[config.mk]
export PLATFORM = sky130hd
export DESIGN_NAME = aon_csr_bank
export DESIGN_NICKNAME = d
export VERILOG_FILES = /design/src/rtl/aon_csr_pkg.sv /design/src/rtl/aon_apb_slv_fsm.sv /design/src/rtl/aon_csr_bank.sv
export SDC_FILE = /design/constraint.sdc
export NUM_CORES = 1
export LEC_CHECK = 0
export CORE_AREA = 2 2 338 340
export CTS_BUF_LIST = sky130_fd_sc_hd__clkbuf_4 sky130_fd_sc_hd__clkbuf_8 sky130_fd_sc_hd__clkbuf_16
export DETAILED_ROUTE_END_ITERATION = 12
export DIE_AREA = 0 0 340 342
export PLACE_DENSITY = 0.36
export SLEW_MARGIN = 20
export SYNTH_ARGS = -nofsm -noshare
export SYNTH_HDL_FRONTEND = slang
export SYNTH_SLANG_ARGS = --single-unit
[constraint.sdc]
create_clock -name PCLK -period 5.4 [get_ports PCLK]
set_input_delay 0.81 -clock PCLK [delete_from_list [all_inputs] [get_ports PCLK]]
set_output_delay 0.81 -clock PCLK [all_outputs]
set_load 0.01 [all_outputs]
[src/rtl/aon_csr_pkg.sv]
// Shared types and helpers for the always-on APB CSR bank.
package aon_csr_pkg;

   typedef enum logic [1:0] {IDLE, SETUP, ACCESS} apb_state_t;

   typedef enum logic [1:0] {RW, RO, W1C} reg_type_t;

   localparam int unsigned MAX_REGS = 64;
   localparam int unsigned CNT_W    = 4;

   function automatic int unsigned strb_width(input int unsigned data_width);
      return data_width / 8;
   endfunction

   // RO wins over W1C when both mask bits are set.
   function automatic reg_type_t reg_type_of(input logic [MAX_REGS-1:0] ro_mask,
                                             input logic [MAX_REGS-1:0] w1c_mask,
                                             input logic [5:0]          idx);
      if (ro_mask[idx]) return RO;
      if (w1c_mask[idx]) return W1C;
      return RW;
   endfunction

endpackage

[src/rtl/aon_apb_slv_fsm.sv]
// APB slave handshake: setup/access sequencing, wait-state counter and PREADY.
module aon_apb_slv_fsm
   import aon_csr_pkg::*;
#(
   parameter int unsigned WAIT_STATES = 0
) (
   input  logic clk,
   input  logic rst_n,
   input  logic psel,
   input  logic penable,
   output logic ready,
   output logic complete
);

   localparam logic [CNT_W-1:0] WAIT_CNT = CNT_W'(WAIT_STATES);

   apb_state_t       state_q, state_d, phase;
   logic [CNT_W-1:0] cnt_q, cnt_d;

   always_ff @(posedge clk or negedge rst_n) begin
      if (!rst_n) begin
         state_q <= IDLE;
         cnt_q   <= '0;
      end else begin
         state_q <= state_d;
         cnt_q   <= cnt_d;
      end
   end

   // SETUP is recognised in the same cycle the bus presents it, so the access
   // phase is exactly WAIT_STATES+1 cycles and back-to-back setups need no idle gap.
   always_comb begin
      phase    = state_q;
      state_d  = IDLE;
      cnt_d    = '0;
      ready    = 1'b0;
      if (state_q == IDLE && psel && !penable) phase = SETUP;
      case (phase)
         IDLE:    state_d = IDLE;
         SETUP:   state_d = ACCESS;
         ACCESS: begin
            ready = psel && penable && (cnt_q == WAIT_CNT);
            if (!psel || ready) begin
               state_d = IDLE;
            end else begin
               state_d = ACCESS;
               cnt_d   = cnt_q + 1'b1;
            end
         end
         default: state_d = IDLE;
      endcase
   end

   assign complete = ready;

endmodule

[src/rtl/aon_csr_bank.sv]
// APB4 register bank for the always-on domain: RW, RO and W1C registers with irq.
module aon_csr_bank
   import aon_csr_pkg::*;
#(
   parameter int unsigned                         DATA_WIDTH  = 32,
   parameter int unsigned                         ADDR_WIDTH  = 32,
   parameter int unsigned                         NUM_REGS    = 8,
   parameter int unsigned                         WAIT_STATES = 0,
   parameter logic [NUM_REGS-1:0]                 RO_MASK     = '0,
   parameter logic [NUM_REGS-1:0]                 W1C_MASK    = '0,
   parameter logic [NUM_REGS*DATA_WIDTH-1:0]      RESET_VAL   = '0
) (
   input  logic                           PCLK,
   input  logic                           PRESETn,
   input  logic                           PSEL,
   input  logic                           PENABLE,
   input  logic                           PWRITE,
   input  logic [ADDR_WIDTH-1:0]          PADDR,
   input  logic [DATA_WIDTH-1:0]          PWDATA,
   input  logic [DATA_WIDTH/8-1:0]        PSTRB,
   output logic [DATA_WIDTH-1:0]          PRDATA,
   output logic                           PREADY,
   output logic                           PSLVERR,
   output logic [NUM_REGS*DATA_WIDTH-1:0] reg_q,
   input  logic [NUM_REGS*DATA_WIDTH-1:0] hw_rdata,
   input  logic [NUM_REGS*DATA_WIDTH-1:0] hw_set,
   output logic                           irq
);

   localparam int unsigned DW     = DATA_WIDTH;
   localparam int unsigned STRB_W = strb_width(DATA_WIDTH);
   localparam int unsigned IDX_W  = $clog2(NUM_REGS);
   localparam int unsigned NSLOT  = 2 ** IDX_W;

   logic                  ready, complete;
   logic [ADDR_WIDTH-3:0] addr_idx;
   logic [IDX_W-1:0]      idx_sel;
   logic                  in_range, err, wr_commit;
   logic [DW-1:0]         bmask, rd_val;
   logic [DW-1:0]         rd_arr [NSLOT];
   logic [NSLOT-1:0]      ro_flag;
   logic [NUM_REGS-1:0]   w1c_any;

   aon_apb_slv_fsm #(.WAIT_STATES(WAIT_STATES)) u_fsm (
      .clk      (PCLK),
      .rst_n    (PRESETn),
      .psel     (PSEL),
      .penable  (PENABLE),
      .ready    (ready),
      .complete (complete)
   );

   assign addr_idx  = PADDR[ADDR_WIDTH-1:2];
   assign idx_sel   = PADDR[IDX_W+1:2];
   assign in_range  = addr_idx < (ADDR_WIDTH-2)'(NUM_REGS);
   assign err       = (|PADDR[1:0]) || !in_range || (PWRITE && ro_flag[idx_sel]);
   assign wr_commit = complete && PWRITE && !err;

   always_comb begin
      bmask = '0;
      for (int unsigned b = 0; b < STRB_W; b++) begin
         bmask[b*8 +: 8] = {8{PSTRB[b]}};
      end
   end

   for (genvar g = 0; g < NUM_REGS; g++) begin : g_reg
      localparam reg_type_t     RT = reg_type_of(MAX_REGS'(RO_MASK), MAX_REGS'(W1C_MASK), 6'(g));
      localparam logic [DW-1:0] RV = RESET_VAL[g*DW +: DW];

      logic [DW-1:0] q;
      logic          wr_hit;

      assign wr_hit = wr_commit && (idx_sel == IDX_W'(g));

      if (RT == RO) begin : g_ro
         logic unused_ro;
         assign q          = RV;
         assign rd_arr[g]  = hw_rdata[g*DW +: DW];
         assign ro_flag[g] = 1'b1;
         assign w1c_any[g] = 1'b0;
         assign unused_ro  = ^{hw_set[g*DW +: DW], wr_hit};
      end else if (RT == W1C) begin : g_w1c
         logic [DW-1:0] clr;
         logic          unused_w1c;
         assign clr = wr_hit ? (PWDATA & bmask) : '0;
         // Clear first, then OR in hw_set so a same-cycle set wins.
         always_ff @(posedge PCLK or negedge PRESETn) begin
            if (!PRESETn) q <= RV;
            else          q <= (q & ~clr) | hw_set[g*DW +: DW];
         end
         assign rd_arr[g]  = q;
         assign ro_flag[g] = 1'b0;
         assign w1c_any[g] = |q;
         assign unused_w1c = ^hw_rdata[g*DW +: DW];
      end else begin : g_rw
         logic unused_rw;
         always_ff @(posedge PCLK or negedge PRESETn) begin
            if (!PRESETn)    q <= RV;
            else if (wr_hit) q <= (q & ~bmask) | (PWDATA & bmask);
         end
         assign rd_arr[g]  = q;
         assign ro_flag[g] = 1'b0;
         assign w1c_any[g] = 1'b0;
         assign unused_rw  = ^{hw_set[g*DW +: DW], hw_rdata[g*DW +: DW]};
      end

      assign reg_q[g*DW +: DW] = q;
   end

   // Slots past NUM_REGS exist only so idx_sel can index directly; they are never selected.
   for (genvar g = NUM_REGS; g < NSLOT; g++) begin : g_pad
      assign rd_arr[g]  = '0;
      assign ro_flag[g] = 1'b0;
   end

   assign rd_val  = rd_arr[idx_sel];
   assign PREADY  = ready;
   assign PSLVERR = ready && err;
   assign PRDATA  = (ready && !PWRITE && !err) ? rd_val : '0;
   assign irq     = |w1c_any;

endmodule

### Metal 3

Drawn at 1 px/um. Cells faint in the background.
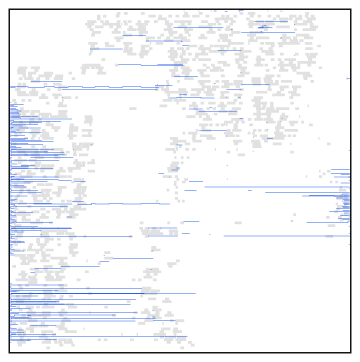
233 nets have wire on it. The longest straight run is 185 um. The layer carries 5890 um of wire. The layer holds 9.5% of the routed length.

### The clock network

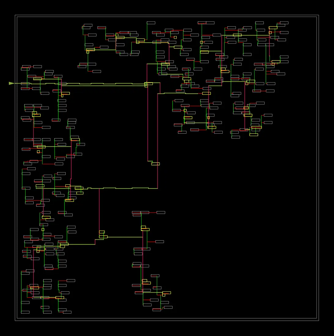
number of clock buffers in the layout: 55
insertion delay to the later sink of the worst-skew pair: 0.57 ns

### PDN straps and rails

Drawn at 1 px/um. Pins as bars on the die edge. Tap cells in grey.
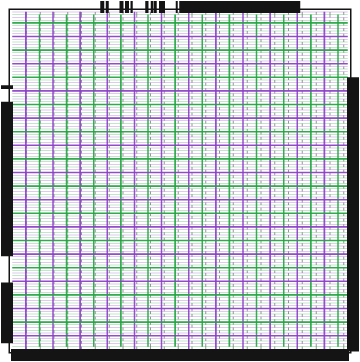
Key: green = VDD; purple = VSS
125 met1 rails follow the rows. 1512 tap cells. 24 straps on met4.

==> notes.md <==
## Power
• relative contribution of the clock network to total power: 0.523
• sequential group share of total power: 0.425
• Top Consumer: the clock network
• Max IR drop VDD: 0.1584 mV
• Static Leakage: 8.242 nW
• sequential power: 1.96 mW
• power per standard cell area: 236.8 mW/mm^2
• net switching share of the total power: 0.2406
• power dissipated in the clock network: 2.41 mW
• Tot Pwr: 4.604 mW
• P_int: 3.497 mW
• total net switching power: 1.108 mW

## Placed design
• DP Area: 0.01824 sq mm
• tally of buffers added on design ports: 362
• cell total after placement: 2657

## Synthesis
• top cells by count: dfrtp_1, mux2_2, mux4_2, nor2_1, mux2i_1
• area share of the leading cell type in the synthesized netlist: 0.5192
• synthesis warning total: 0
• sequential cell area fraction in the yosys report: 0.5192
• distinct lib cells: 29
• cell area after technology mapping: 0.01258 sq mm
• ys flop type: dfrtp_1
• and-or/or-and share of the synthesized area: 0.0005968
• async set-or-reset flop fraction in the synthesized netlist: 1.000
• Post-Synth XOR/XNOR Area: 0.001393
• most numerous cell in the Yosys netlist: dfrtp_1
• post-synth tally of flip-flops with integrated enable: 0

## STA
• RSZ-0062 raised after global routing: false
• Final Hold Slack: 0.2296 ns
• time the worst path needs with I/O delays and setup: 4.565 ns
• endpoints failing hold: 0
• worst relative slew slack: 0.3367
• post-route worst setup slack: 0.8348 ns
• Max Clock Skew: 0.02296 ns
• post-route fraction of the period consumed by the critical path: 0.8454
• final total negative setup slack: 0 ns
• Max Clk Rate: 0.2190 GHz
• total count of max-transition violations in the final report: 0

## Clocking
• H-tree level count: 2
• number of buffers on the longest clock path: 3
• clock tree from TritonCTS: yes
• number of clock sinks seen by CTS: 261
• clock root buffer master: clkbuf_16
• clock edge transition at the registers on the reported setup and hold paths: 0.05 ns
• clock buffer count from CTS: 36

## Detailed routing
• drt initial violations: 313
• router iterations before antenna repair: 4
• Post-DRT Antenna Nets: 0
• vias per inst: 3.277
• met2 routed wirelength: 29.39 mm
• Total Routed Length: 61.93 mm
• DR WL met3: 5.889 mm

## Setup path
• worst setup path startpoint: PADDR[0]
• slowest stage cell on the critical path: or4_2
• required time reported for the critical path endpoint: 4.59 ns
• Worst R2R Setup Slack: 2.37 ns
• data arrival time of the worst path: 3.76 ns
• startpoint type of the worst setup path: input port
• CP Capture Type: output pin
• cell family with most CP delay: simple AND/OR/NAND/NOR gates
• sequence of cells on the critical path: clkdlybuf4s50_1, nor4_1, nand4_1, or4_2, buf_4, nor2_1, buf_4, clkdlybuf4s50_1
• Reg-to-Reg Start: u_fsm.cnt_q[0]

## GRT
• initial antenna violation count: 10
• most used routing layer: met2
• number of global-route vias before repair: 9835
• met2 demand-to-capacity share in global routing: 0.1731
• GRT Residual Overflow: 0
• met3 GRT Util: 0.04638

## Run
• # Max-Cap Violations: 0

## Final layout
• multi-input logic portion of the cell area: 0.3022
• design area: 0.01944 sq mm
• Commonest Layout Cell: clkdlybuf4s50_1
• area fraction of clock buffers and clock inverters: 0.06146
• share of layout cells above drive strength 1: 0.3833
• Logic Gate Count: 486
• sequential portion of the cell area: 0.3360
• FF/Latch Area: 0.006531 sq mm
• highest-count cells in the layout ignoring fill and taps: clkdlybuf4s50_1, dfrtp_1, mux2_2
• Final non-clock buffer share: 0.2022
• Final Core Density: 0.1719
• non-clock buffer count: 394
• Total Nets Final: 1770

## Floorplanning
• Initial Util: 0.1112
• I/O pin count: 876

## Run status
• outcome: completed

## Hold path
• type of the most critical hold path: input port to async pin

Power is estimated from default activity; no workload was simulated.
